The metal 1 layer:
Bar = 20 µm.
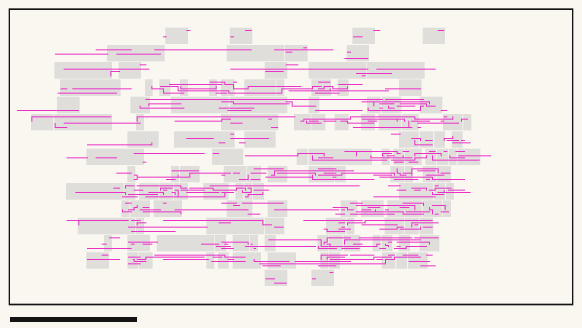
M2 wires:
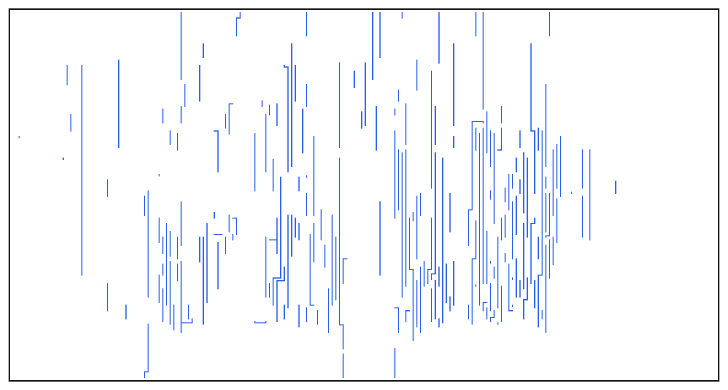
M3 wires:
Bar = 20 µm.
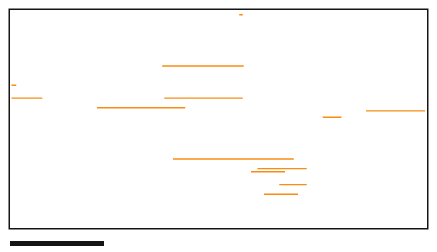
Clock wiring as the flow saved it:
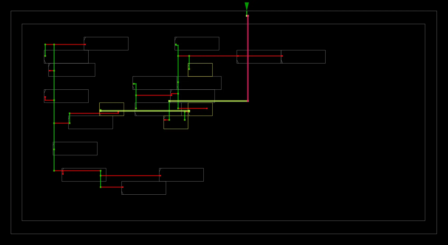
Drive-strength map:
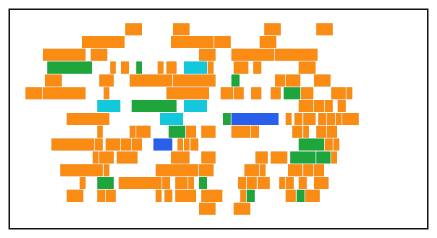
File: src/rtl/tlc_pkg.sv
// Shared definitions for the two-road traffic light phase scheduler:
// state encodings, lamp patterns and default dwell durations.
package tlc_pkg;

    typedef enum logic [2:0] {
        S_INIT = 3'd0,
        S_G1   = 3'd1,
        S_Y1   = 3'd2,
        S_AR1  = 3'd3,
        S_G2   = 3'd4,
        S_Y2   = 3'd5,
        S_AR2  = 3'd6
    } state_e;

    // Lamp vector bit order: {r1, y1, g1, r2, y2, g2}
    localparam logic [5:0] LAMP_ALLRED = 6'b100_100;
    localparam logic [5:0] LAMP_G1     = 6'b001_100;
    localparam logic [5:0] LAMP_Y1     = 6'b010_100;
    localparam logic [5:0] LAMP_G2     = 6'b100_001;
    localparam logic [5:0] LAMP_Y2     = 6'b100_010;

    localparam int DEF_MIN_G = 5;
    localparam int DEF_MAX_G = 20;
    localparam int DEF_YEL_T = 3;
    localparam int DEF_AR_T  = 1;
    localparam int DEF_CW    = 5;

    function automatic logic [5:0] lamps_of(input state_e s);
        case (s)
            S_G1:    lamps_of = LAMP_G1;
            S_Y1:    lamps_of = LAMP_Y1;
            S_G2:    lamps_of = LAMP_G2;
            S_Y2:    lamps_of = LAMP_Y2;
            default: lamps_of = LAMP_ALLRED;
        endcase
    endfunction

endpackage

File: src/rtl/tlc_phase_scheduler_if.sv
// Sensor/timebase inputs and lamp/status outputs of the phase scheduler.
// The scheduler is the slave side; whoever drives tick and sensors is master.
interface tlc_phase_scheduler_if;
    logic       tick;
    logic       x;
    logic       y;
    logic       r1, y1, g1;
    logic       r2, y2, g2;
    logic [2:0] phase;
    logic [1:0] req_pend;

    modport master (
        output tick, x, y,
        input  r1, y1, g1, r2, y2, g2, phase, req_pend
    );

    modport slave (
        input  tick, x, y,
        output r1, y1, g1, r2, y2, g2, phase, req_pend
    );
endinterface

File: src/rtl/tlc_dwell_timer.sv
// Dwell counter: synchronous clear, advances on enable, holds at lim.
module tlc_dwell_timer #(
    parameter int CW = 5
) (
    input  logic          clk,
    input  logic          reset,
    input  logic          clr,
    input  logic          en,
    input  logic [CW-1:0] lim,
    output logic [CW-1:0] cnt
);

    always_ff @(posedge clk or posedge reset) begin
        if (reset)
            cnt <= '0;
        else if (clr)
            cnt <= '0;
        else if (en && (cnt != lim))
            cnt <= cnt + 1'b1;
    end

endmodule

File: src/rtl/tlc_phase_scheduler.sv
// Two-road traffic light scheduler: rest-in-green with demand latching,
// minimum/maximum green, yellow and all-red clearance between greens.
module tlc_phase_scheduler
    import tlc_pkg::*;
#(
    parameter int MIN_G = DEF_MIN_G,
    parameter int MAX_G = DEF_MAX_G,
    parameter int YEL_T = DEF_YEL_T,
    parameter int AR_T  = DEF_AR_T,
    parameter int CW    = DEF_CW
) (
    input  logic                  clk,
    input  logic                  reset,
    tlc_phase_scheduler_if.slave  bus
);

    localparam logic [CW-1:0] MIN_C = CW'(MIN_G - 1);
    localparam logic [CW-1:0] MAX_C = CW'(MAX_G - 1);
    localparam logic [CW-1:0] YEL_C = CW'(YEL_T - 1);
    localparam logic [CW-1:0] AR_C  = CW'(AR_T - 1);

    state_e        state, next;
    logic [CW-1:0] cnt, lim;
    logic          clr;
    logic [1:0]    req_q, req_d;
    logic [5:0]    lamp_q;
    logic [2:0]    phase_q;

    tlc_dwell_timer #(.CW(CW)) u_timer (
        .clk   (clk),
        .reset (reset),
        .clr   (clr),
        .en    (bus.tick),
        .lim   (lim),
        .cnt   (cnt)
    );

    always_ff @(posedge clk or posedge reset) begin
        if (reset) state <= S_INIT;
        else       state <= next;
    end

    // lim doubles as the exit threshold for timed states and the green cap.
    always_comb begin
        next = S_INIT;
        lim  = '0;
        case (state)
            S_INIT: begin
                lim  = AR_C;
                next = state;
                if (bus.tick && cnt == AR_C)
                    next = (req_q == 2'b10) ? S_G2 : S_G1;
            end
            S_G1: begin
                lim  = MAX_C;
                next = state;
                if (bus.tick && req_q[1] && cnt >= MIN_C && (!bus.x || cnt == MAX_C))
                    next = S_Y1;
            end
            S_Y1: begin
                lim  = YEL_C;
                next = state;
                if (bus.tick && cnt == YEL_C) next = S_AR1;
            end
            S_AR1: begin
                lim  = AR_C;
                next = state;
                if (bus.tick && cnt == AR_C) next = S_G2;
            end
            S_G2: begin
                lim  = MAX_C;
                next = state;
                if (bus.tick && req_q[0] && cnt >= MIN_C && (!bus.y || cnt == MAX_C))
                    next = S_Y2;
            end
            S_Y2: begin
                lim  = YEL_C;
                next = state;
                if (bus.tick && cnt == YEL_C) next = S_AR2;
            end
            S_AR2: begin
                lim  = AR_C;
                next = state;
                if (bus.tick && cnt == AR_C) next = S_G1;
            end
            default: next = S_INIT;
        endcase
        clr = (next != state);
    end

    // Demand latching ignores tick; clearing on green entry overrides a same-cycle set.
    always_comb begin
        req_d = req_q;
        if (bus.x && state != S_G1) req_d[0] = 1'b1;
        if (bus.y && state != S_G2) req_d[1] = 1'b1;
        if (next == S_G1 && state != S_G1) req_d[0] = 1'b0;
        if (next == S_G2 && state != S_G2) req_d[1] = 1'b0;
    end

    always_ff @(posedge clk or posedge reset) begin
        if (reset) begin
            req_q   <= 2'b00;
            lamp_q  <= LAMP_ALLRED;
            phase_q <= S_INIT;
        end else begin
            req_q   <= req_d;
            lamp_q  <= lamps_of(next);
            phase_q <= next;
        end
    end

    assign {bus.r1, bus.y1, bus.g1, bus.r2, bus.y2, bus.g2} = lamp_q;
    assign bus.phase    = phase_q;
    assign bus.req_pend = req_q;

endmodule

File: src/flat_wrapper.sv
// flat-port wrapper written by rule: the top's interface ports become plain ports
module tlc_phase_scheduler_flat import tlc_pkg::*;
#(
    parameter int MIN_G = DEF_MIN_G,
    parameter int MAX_G = DEF_MAX_G,
    parameter int YEL_T = DEF_YEL_T,
    parameter int AR_T  = DEF_AR_T,
    parameter int CW    = DEF_CW
)
  (clk, reset, bus_tick, bus_x, bus_y, bus_r1, bus_y1, bus_g1, bus_r2, bus_y2, bus_g2, bus_phase, bus_req_pend);
  tlc_phase_scheduler_if bus_i ();
  input  logic clk;
  input  logic reset;
  input wire logic [$bits(bus_i.tick)-1:0] bus_tick;
  input wire logic [$bits(bus_i.x)-1:0] bus_x;
  input wire logic [$bits(bus_i.y)-1:0] bus_y;
  output wire logic [$bits(bus_i.r1)-1:0] bus_r1;
  output wire logic [$bits(bus_i.y1)-1:0] bus_y1;
  output wire logic [$bits(bus_i.g1)-1:0] bus_g1;
  output wire logic [$bits(bus_i.r2)-1:0] bus_r2;
  output wire logic [$bits(bus_i.y2)-1:0] bus_y2;
  output wire logic [$bits(bus_i.g2)-1:0] bus_g2;
  output wire logic [$bits(bus_i.phase)-1:0] bus_phase;
  output wire logic [$bits(bus_i.req_pend)-1:0] bus_req_pend;
  assign bus_i.tick = bus_tick;
  assign bus_i.x = bus_x;
  assign bus_i.y = bus_y;
  assign bus_r1 = bus_i.r1;
  assign bus_y1 = bus_i.y1;
  assign bus_g1 = bus_i.g1;
  assign bus_r2 = bus_i.r2;
  assign bus_y2 = bus_i.y2;
  assign bus_g2 = bus_i.g2;
  assign bus_phase = bus_i.phase;
  assign bus_req_pend = bus_i.req_pend;
  tlc_phase_scheduler #(.MIN_G(MIN_G), .MAX_G(MAX_G), .YEL_T(YEL_T), .AR_T(AR_T), .CW(CW)) u_core (.clk(clk), .reset(reset), .bus(bus_i));
endmodule
File: config.mk
export PLATFORM = sky130hd
export DESIGN_NAME = tlc_phase_scheduler_flat
export DESIGN_NICKNAME = d
export VERILOG_FILES = /design/src/rtl/tlc_pkg.sv /design/src/rtl/tlc_phase_scheduler_if.sv /design/src/rtl/tlc_dwell_timer.sv /design/src/rtl/tlc_phase_scheduler.sv /design/src/flat_wrapper.sv
export SDC_FILE = /design/constraint.sdc
export NUM_CORES = 1
export LEC_CHECK = 0
export CORE_ASPECT_RATIO = 0.5
export CORE_MARGIN = 2
export CORE_UTILIZATION = 30
export DETAILED_ROUTE_END_ITERATION = 10
export GPL_TIMING_DRIVEN = 0
export HOLD_SLACK_MARGIN = 0.02
export PLACE_DENSITY = 0.49
export SYNTH_ARGS = -nofsm -noshare
export SYNTH_HDL_FRONTEND = slang
export SYNTH_SLANG_ARGS = --single-unit
File: constraint.sdc
create_clock -name clk -period 2.65 [get_ports clk]
set_input_delay 0.795 -clock clk [delete_from_list [all_inputs] [get_ports clk]]
set_output_delay 0.795 -clock clk [all_outputs]
set_load 0.01 [all_outputs]
==> out/results.tsv <==
metric	value	unit
worstMarginPinSlew	0.598	ns
power.total	1.49	mW
nFlopsAndLatches	16	
worst_path_largest_cell_delay	0.52	ns
drt_iter0_markers	59	
numSynthFlops	16	
regToRegEndpoint	u_core.lamp_q[5]	
detail-route-antenna-nets	0	
comb_area_share	45.7	%
ys_top_logic_family	simple AND/OR/NAND/NOR gates	
p_leak	0.567	nW
synth_chip_area	1070	µm²
grt_usage	14.5	%
comb_power_share	56.8	%
place_ws	0.00290	ns
yosysWarnings	0	
io_pins	16	
htree_levels	1	
hold_buffers	0	
ys_async_sr_fraction	100	%
largest_class	logic gates	
clock_power_share	14.0	%
top_power_group	combinational cells	
reg2reg_from	u_core.u_timer.cnt[1]	
post-cts-setup-buffers	0	
drt-met1-wl	1.35	mm
viasPerCell	5.03	
cp-startpoint	bus_tick	
die_h	46.2	µm
core	3420	µm²
min-delay-start	u_core.u_timer.cnt[2]	
intPower	846	µW
drc_errors	0	
cts_resized	0	
yosys_cells	114	
grt.busiest_layer	met1	
netSwitchingFraction	43.3	%
xor_share	4.09	%
synth.most_common_cell	dfrtp_1	
hold-path-cell-count	2	
outcome	finished clean	
path_class	input port to register	
synth_cells	114	
critPathBufInv	2	
num_tap_cells	51	
path_cells	clkdlybuf4s50_1 -> and2_1 -> and3_1 -> o2bb2ai_1 -> inv_1 -> a41oi_1	
dieArea	4090	µm²
period_used_share	91.2	%
startpoint_type	input port	
final_cell_count_no_fill	184	
netlist_area	1070	µm²
grt_first_pass_wirelength	4.40	mm
grt_start_max_net_pins	17	
min_period	2.42	ns
seq_share	30.1	%
logic_gate_count	85	
top_layer_used	met4	
regArea	403	µm²
end_kind	register	
ys_sh_adder	3.51	%
cts_tree	built	
wl_per_cell	14.1	µm
worstHoldPathType	register to register	
seq_cell_power	436	µW
top_regs	u_core.lamp_q (6), u_core.u_timer.cnt (5), u_core.state (3)	
clk_pin_slew	0.06	ns
wl_met3	129	µm
worstPathArrival	2.58	ns
largest_reg_flops	6	
peakVddDrop	0.000340	V
power.switching	647	µW
grt_pass1_vias	840	
rsz0062_at_grt	no	
p_seq_share	29.2	%
cp_slowest_cell	clkdlybuf4s50_1	
logic_area	612	µm²
crit_required	2.81	ns
cp_max_fo	7	
utilization	39.2	%
fp_nets	122	
dp_hpwl	1.98	mm
fp_util	31.3	%
nNonClkInverters	8	
synth_cell_types	44	
top_register	u_core.lamp_q	
r2r_cells	6	
path_depth	6	
reg2reg_slack	0.43	ns
antenna_found_initial	0	
rows	15	
setup_violations	0	
p_comb	848	µW
placed_area	1280	µm²
ff_type	dfrtp_1	
die_w	88.5	µm
Back to the opening pictures, 'the metal 1 layer':
share of all routed wire: 52%
main direction: horizontal
longest straight run: 37.3 µm
met1 Use GR: 22.9%
vias post-DR: 925

Back to the opening pictures, 'M2 wires':
longest straight run: 26.2 µm
share of all routed wire: 42%
wire length on this layer: 1100 µm
main direction: vertical
drt total wl: 2.59 mm
met2 usage: 20.3%

Back to the opening pictures, 'M3 wires':
nets with wire on the layer: 12
longest straight run: 25.3 µm
share of all routed wire: 5.0%
wire length on this layer: 130 µm
main direction: horizontal
routing usage on met3: 3.41%

Back to the opening pictures, 'clock wiring as the flow saved it':
Clock Skew: 0.00449 ns
Layout clock buffers: 4
CTS Sinks: 16

Back to the opening pictures, 'drive-strength map':
legend:
  cyan:
    size: drive 6 and up
    cells: 4
  orange:
    size: drive 1 or less
    cells: 113
  blue:
    size: drive 3 to 4
    cells: 2
  green:
    size: drive 2
    cells: 14
area delta synth->final: 25.1%
Setup WS post-layout: 0.233 ns
Design Area, Final: 1340 µm²
Non-Clock Buffer Count: 20

